Figure 1. Wire density map (run 1).
26 x 23 tiles, from dark blue (low) to red (high), scaled to the fullest tile. Values are wire area over tile area, all layers added.
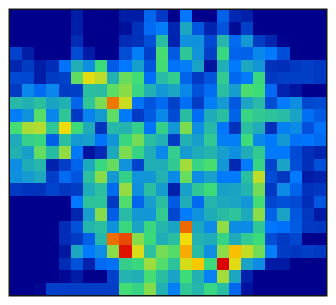
Figure 2. Placed standard cells (run 1).
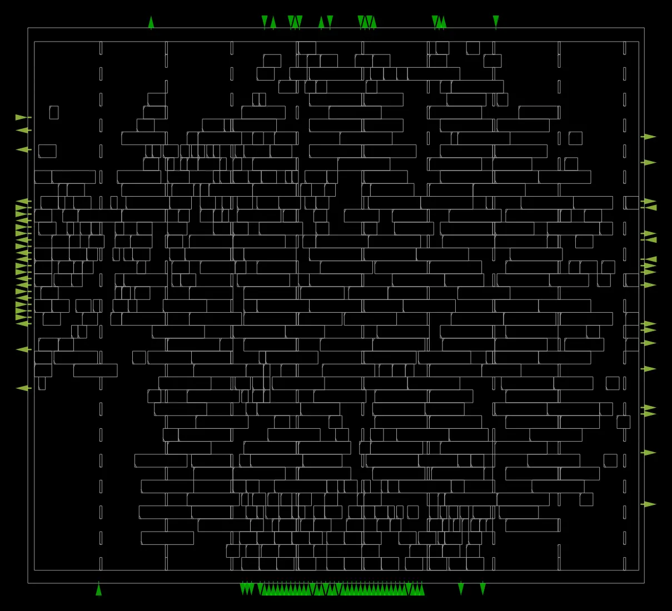
Figure 3. I/O nets highlighted (run 1).
The bar under the picture is 50 um long.
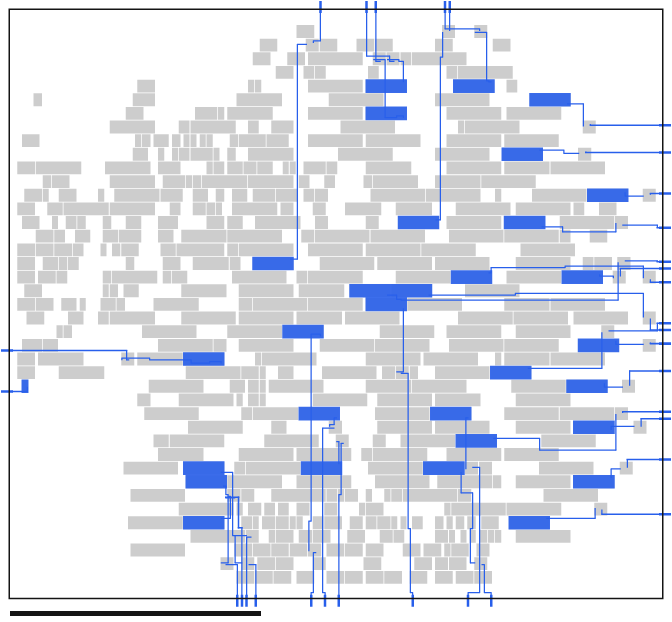
`src/rtl/mips_pkg.sv`:
```
// rtl/mips_pkg.sv - shared MIPS class codes, opcodes, funct codes and encode helper
package mips_pkg;

  typedef enum logic [2:0] {
    CLS_R    = 3'd0,
    CLS_LW   = 3'd1,
    CLS_SW   = 3'd2,
    CLS_BEQ  = 3'd3,
    CLS_J    = 3'd4,
    CLS_ADDI = 3'd5
  } instr_class_e;

  localparam logic [5:0] OP_RTYPE = 6'b000000;
  localparam logic [5:0] OP_LW    = 6'b100011;
  localparam logic [5:0] OP_SW    = 6'b101011;
  localparam logic [5:0] OP_BEQ   = 6'b000100;
  localparam logic [5:0] OP_J     = 6'b000010;
  localparam logic [5:0] OP_ADDI  = 6'b001000;

  localparam logic [5:0] FUNCT_SLL = 6'h00;
  localparam logic [5:0] FUNCT_ADD = 6'h20;
  localparam logic [5:0] FUNCT_SUB = 6'h22;
  localparam logic [5:0] FUNCT_AND = 6'h24;
  localparam logic [5:0] FUNCT_OR  = 6'h25;
  localparam logic [5:0] FUNCT_SLT = 6'h2a;

  typedef enum logic [1:0] {
    ST_IDLE,
    ST_STREAM,
    ST_FULL
  } ctrl_state_e;

  // Codes 6 and 7 carry no instruction.
  function automatic logic class_legal(input logic [2:0] cls);
    return cls <= 3'd5;
  endfunction

  // Pack the request fields into a 32-bit MIPS word; illegal classes give zero.
  function automatic logic [31:0] encode(input logic [2:0] cls, input logic [4:0] rs,
                                         input logic [4:0] rt, input logic [4:0] rd,
                                         input logic [25:0] imm);
    logic [31:0] word;
    word = '0;
    case (instr_class_e'(cls))
      CLS_R:    word = {OP_RTYPE, rs, rt, rd, imm[10:6], imm[5:0]};
      CLS_LW:   word = {OP_LW, rs, rt, imm[15:0]};
      CLS_SW:   word = {OP_SW, rs, rt, imm[15:0]};
      CLS_BEQ:  word = {OP_BEQ, rs, rt, imm[15:0]};
      CLS_J:    word = {OP_J, imm[25:0]};
      CLS_ADDI: word = {OP_ADDI, rs, rt, imm[15:0]};
      default:  word = '0;
    endcase
    return word;
  endfunction

endpackage

```
`src/rtl/sync_fifo.sv`:
```
// rtl/sync_fifo.sv - single-clock FIFO with occupancy count
module sync_fifo #(
  parameter int DEPTH = 4,
  parameter int WIDTH = 32,
  localparam int AW = $clog2(DEPTH)
) (
  input  logic             clk,
  input  logic             reset,
  input  logic             push,
  input  logic [WIDTH-1:0] push_data,
  input  logic             pop,
  output logic [WIDTH-1:0] head,
  output logic [AW:0]      count
);

  localparam logic [AW:0] FULL_CNT = (AW+1)'(DEPTH);

  logic [WIDTH-1:0] mem [DEPTH];
  logic [AW-1:0]    wr_ptr;
  logic [AW-1:0]    rd_ptr;
  logic             push_ok;
  logic             pop_ok;

  assign push_ok = push && (count != FULL_CNT);
  assign pop_ok  = pop && (count != '0);
  assign head    = mem[rd_ptr];

  // Pointers and occupancy; a simultaneous push and pop leaves the count alone.
  always_ff @(posedge clk or negedge reset) begin
    if (!reset) begin
      wr_ptr <= '0;
      rd_ptr <= '0;
      count  <= '0;
    end else begin
      if (push_ok) wr_ptr <= wr_ptr + 1'b1;
      if (pop_ok)  rd_ptr <= rd_ptr + 1'b1;
      case ({push_ok, pop_ok})
        2'b10:   count <= count + 1'b1;
        2'b01:   count <= count - 1'b1;
        default: count <= count;
      endcase
    end
  end

  // Storage array needs no reset; the count decides what is valid.
  always_ff @(posedge clk) begin
    if (push_ok) mem[wr_ptr] <= push_data;
  end

endmodule

```
`src/rtl/instr_encoder.sv`:
```
// rtl/instr_encoder.sv - MIPS instruction encoder feeding a buffered memory write port
module instr_encoder
  import mips_pkg::*;
#(
  parameter int FIFO_DEPTH = 4,
  parameter int ADDR_W = 8,
  localparam int LW = $clog2(FIFO_DEPTH) + 1
) (
  input  logic              clk,
  input  logic              reset,
  input  logic              in_valid,
  output logic              in_ready,
  input  logic [2:0]        in_class,
  input  logic [4:0]        in_rs,
  input  logic [4:0]        in_rt,
  input  logic [4:0]        in_rd,
  input  logic [25:0]       in_imm,
  input  logic              addr_load,
  input  logic [ADDR_W-1:0] addr_base,
  output logic              wr_valid,
  input  logic              wr_ready,
  output logic [ADDR_W-1:0] wr_addr,
  output logic [31:0]       wr_data,
  output logic [LW-1:0]     fill_level,
  output logic              err_illegal
);

  localparam logic [LW-1:0] LVL_FULL   = LW'(FIFO_DEPTH);
  localparam logic [LW-1:0] LVL_ALMOST = LW'(FIFO_DEPTH - 1);
  localparam logic [LW-1:0] LVL_ONE    = LW'(1);

  ctrl_state_e state, state_nxt;
  logic        run;
  logic        legal;
  logic        accept;
  logic        push;
  logic        pop;
  logic [31:0] enc_word;

  assign legal    = class_legal(in_class);
  assign enc_word = encode(in_class, in_rs, in_rt, in_rd, in_imm);
  assign in_ready = run && (state != ST_FULL);
  assign accept   = in_valid && in_ready;
  assign push     = accept && legal;
  assign wr_valid = (fill_level != '0);
  assign pop      = wr_valid && wr_ready;

  sync_fifo #(
    .DEPTH(FIFO_DEPTH),
    .WIDTH(32)
  ) u_fifo (
    .clk      (clk),
    .reset    (reset),
    .push     (push),
    .push_data(enc_word),
    .pop      (pop),
    .head     (wr_data),
    .count    (fill_level)
  );

  // Hold off requests until the first edge after reset release.
  always_ff @(posedge clk or negedge reset) begin
    if (!reset) run <= 1'b0;
    else        run <= 1'b1;
  end

  // Control state register.
  always_ff @(posedge clk or negedge reset) begin
    if (!reset) state <= ST_IDLE;
    else        state <= state_nxt;
  end

  // Occupancy-class transitions driven by push/pop.
  always_comb begin
    state_nxt = state;
    case (state)
      ST_IDLE: begin
        if (push) state_nxt = ST_STREAM;
      end
      ST_STREAM: begin
        if (push && !pop && fill_level == LVL_ALMOST) state_nxt = ST_FULL;
        else if (pop && !push && fill_level == LVL_ONE) state_nxt = ST_IDLE;
      end
      ST_FULL: begin
        if (pop) state_nxt = (fill_level == LVL_FULL) ? ST_STREAM : ST_FULL;
      end
      default: state_nxt = ST_IDLE;
    endcase
  end

  // Write address: a load beats the post-transfer increment.
  always_ff @(posedge clk or negedge reset) begin
    if (!reset)         wr_addr <= '0;
    else if (addr_load) wr_addr <= addr_base;
    else if (pop)       wr_addr <= wr_addr + 1'b1;
  end

  // One-cycle flag for an accepted request with no instruction behind it.
  always_ff @(posedge clk or negedge reset) begin
    if (!reset) err_illegal <= 1'b0;
    else        err_illegal <= accept && !legal;
  end

endmodule

```
`config.mk`:
```
export PLATFORM = sky130hd
export DESIGN_NAME = instr_encoder
export DESIGN_NICKNAME = d
export VERILOG_FILES = /design/src/rtl/mips_pkg.sv /design/src/rtl/sync_fifo.sv /design/src/rtl/instr_encoder.sv
export SDC_FILE = /design/constraint.sdc
export NUM_CORES = 1
export LEC_CHECK = 0
export CORE_ASPECT_RATIO = 0.9
export CORE_UTILIZATION = 40
export CTS_CLUSTER_SIZE = 10
export DETAILED_ROUTE_END_ITERATION = 6
export GPL_ROUTABILITY_DRIVEN = 0
export MAX_ROUTING_LAYER = met4
export PLACE_DENSITY = 0.72
export SLEW_MARGIN = 40
export SYNTH_ARGS = -nofsm -noshare
export SYNTH_HDL_FRONTEND = slang
export SYNTH_SLANG_ARGS = --single-unit
```
`constraint.sdc`:
```
create_clock -name clk -period 3.3 [get_ports clk]
set_input_delay 0.66 -clock clk [delete_from_list [all_inputs] [get_ports clk]]
set_output_delay 0.66 -clock clk [all_outputs]
set_load 0.05 [all_outputs]
```
==> results.txt, run 1 <==
Latest figures from synthesis and place and route.

The flow ran to the end, and the final reports show no timing, DRC or antenna violations. The register name with the most flops is u_fifo.mem. Per the layout area report, the combinational fraction of cell area is 0.216.

Per the timing report, the most critical flop-to-flop path originates at u_fifo.count[0]. The power report attributes to the combinational group a share of 0.399. The analysis reports a worst IR drop on VDD of 0.000403 V. Measured on the final layout, the clock distribution area share stands at 0.0693. The cell family contributing the most delay on the critical path is buffers and inverters. Leaving out the clock tree, the finished layout contains a buffer count of around 110. The initial antenna violation count is 0. The worst setup path endpoint is wr_valid. Setup repair after global routing left no endpoint under its margin. Entering global routing, the biggest net connects 30 pins. The fraction of registers with async set or reset after synthesis is 0.137. The analysis attributes to net switching a power of 2.44 mW. Dividing the detail-routed wire length by the instance count gives 17.1 um. The number of remaining DRC errors is 0.

The largest part of the power goes to combinational cells. The overflow left after global routing is 0. The cell-internal power is 4.04 mW. The critical path's slowest stage uses the library cell sky130_fd_sc_hd__clkdlybuf4s50_1. The mapped cell area is 5890 um2. After layout, the inverter instance count without clock inverters stands at 19. By area the synthesized netlist is led by sky130_fd_sc_hd__edfxtp_1, sky130_fd_sc_hd__mux4_2, sky130_fd_sc_hd__dfrtp_1. The worst slack on hold paths is 0.187 ns. The clock H-tree reported by CTS has 4 levels. After layout, the setup clock skew is reported as 0.00609 ns. Per the cell usage report, the commonest logic cell in the layout is sky130_fd_sc_hd__edfxtp_1. The largest stage delay on the critical path is 0.89 ns.

The final design utilization is 0.537. The share of total power in sequential cells is 0.345. The global-route track usage on met3 is 0.0405. The final setup violation count is 0. Synthesis produced approximately 350 cells. The number of cells in Yosys stat is 352. The post-route setup TNS is 0 ns.

TritonCTS built the clock tree. For the completed layout, the total cell area is recorded as 7640 um2. The number of warnings reported in the stage logs is 32. Once layout is complete, the cells apart from fillers number 672. The clock slew seen by the registers of the worst setup and hold paths is 0.06 ns. Counting I/O delays and the setup requirement, the final critical path takes 3.08 ns.
About Figure 1:
- densest ninth of the die: south
- fullest tile: 0.45
- emptiest ninth of the die: south-west
- nearly empty tiles: 18%
- mean over tiles: 0.12
all-layer global routing usage: 0.171
Routed WL: 11.5 mm

About Figure 2:
number of tap cells added at floorplan: 193
fraction of area in registers: 0.534
Filler Cell Count: 1129
final sequential cell count: 139

About Figure 3:
- blue: wr_data (bits 32; direction output; edge 15 east, 10 south, 5 north, 2 west; end cells 31; buffers 31; wire 966 um)

Figure 4. Cells coloured by class (run 1).
Fill, decap, tap and diode cells in grey.
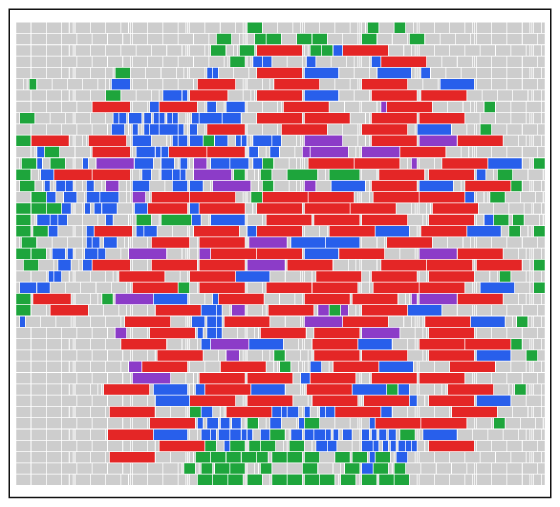

==> inputs of run 2 (changes only) <==
==> constraint.sdc (replaced) <==
create_clock -name clk -period 3.3 [get_ports clk]
set_input_delay 0.66 -clock clk [delete_from_list [all_inputs] [get_ports clk]]
set_output_delay 0.66 -clock clk [all_outputs]
set_load 0.02 [all_outputs]
Figure 5. Cells coloured by class (run 2).
Fill, decap, tap and diode cells in grey.
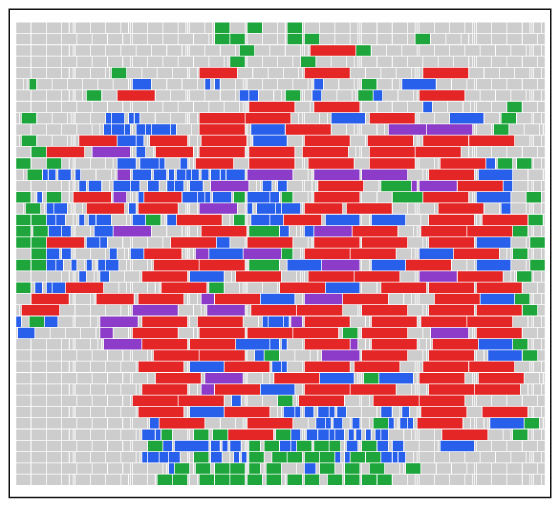
- purple: clock drivers and dummy loads (cells 31; share of their area 8.5%)
- green: other buffers and delay cells (cells 113; share of their area 15%)
- blue: all other logic (cells 194; share of their area 23%)
- red: flip-flops (cells 139; share of their area 54%)
Core ar.: 14200 um2
post-layout instance area: 7840 um2
cell row count: 41
fraction of area in registers: 0.521

==> results.txt, run 2 <==
Latest figures from synthesis and place and route.

The run finished with clean final reports. The worst setup path endpoint is wr_data[28]. The final setup violation count is 0. The initial antenna violation count is 0. The overall fraction of global-route tracks in use is 0.172. The slowest stage of the critical path is the sky130_fd_sc_hd__mux4_2 cell. For this run, global-route usage on met3 was measured as 0.0382.

Multi-input logic gates represent a cell area share of 0.211. In the final routed layout, each cell accounts on average for 17.2 um. Between clock sinks in the finished design, the worst skew comes to 0.00828 ns.

The share of total power in sequential cells is 0.357. The critical register-to-register path startpoint is u_fifo.count[0]. Yosys attributes the largest share of cell area to sky130_fd_sc_hd__edfxtp_1, sky130_fd_sc_hd__mux4_2, sky130_fd_sc_hd__dfrtp_1.

After layout, the minimum clock period comes to 2.96 ns. The share of total power in combinational logic is 0.323. The number of levels the H-tree was split into is 4.

The cell family contributing the most delay on the critical path is buffers and inverters. The mapped cell area is 5890 um2. The number of well taps is 193. The count of buffers not belonging to the clock network in the layout is 113. The sequential cell count is around 140.

Summed over all layers, the global routing overflow is 0. The analysis attributes to net switching a power of approximately 1.8 mW. In the post-route report, total wirelength is listed as 11.5 mm.

The stage logs contain a warning count of 32. TritonCTS built the clock tree.
Figure 6. Placed standard cells (run 2).
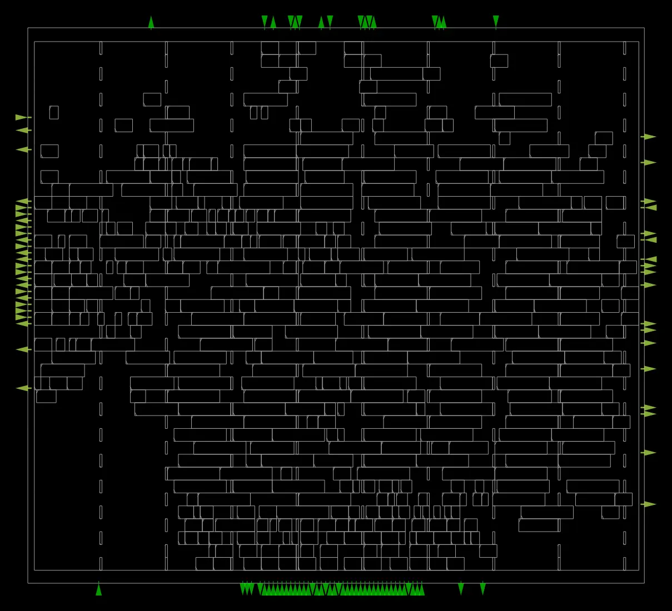
final cell count without fillers: 670
Filler Cell Count: 1099
core occupancy in the finished layout: 0.551

Power and IR drop assume default switching activity.
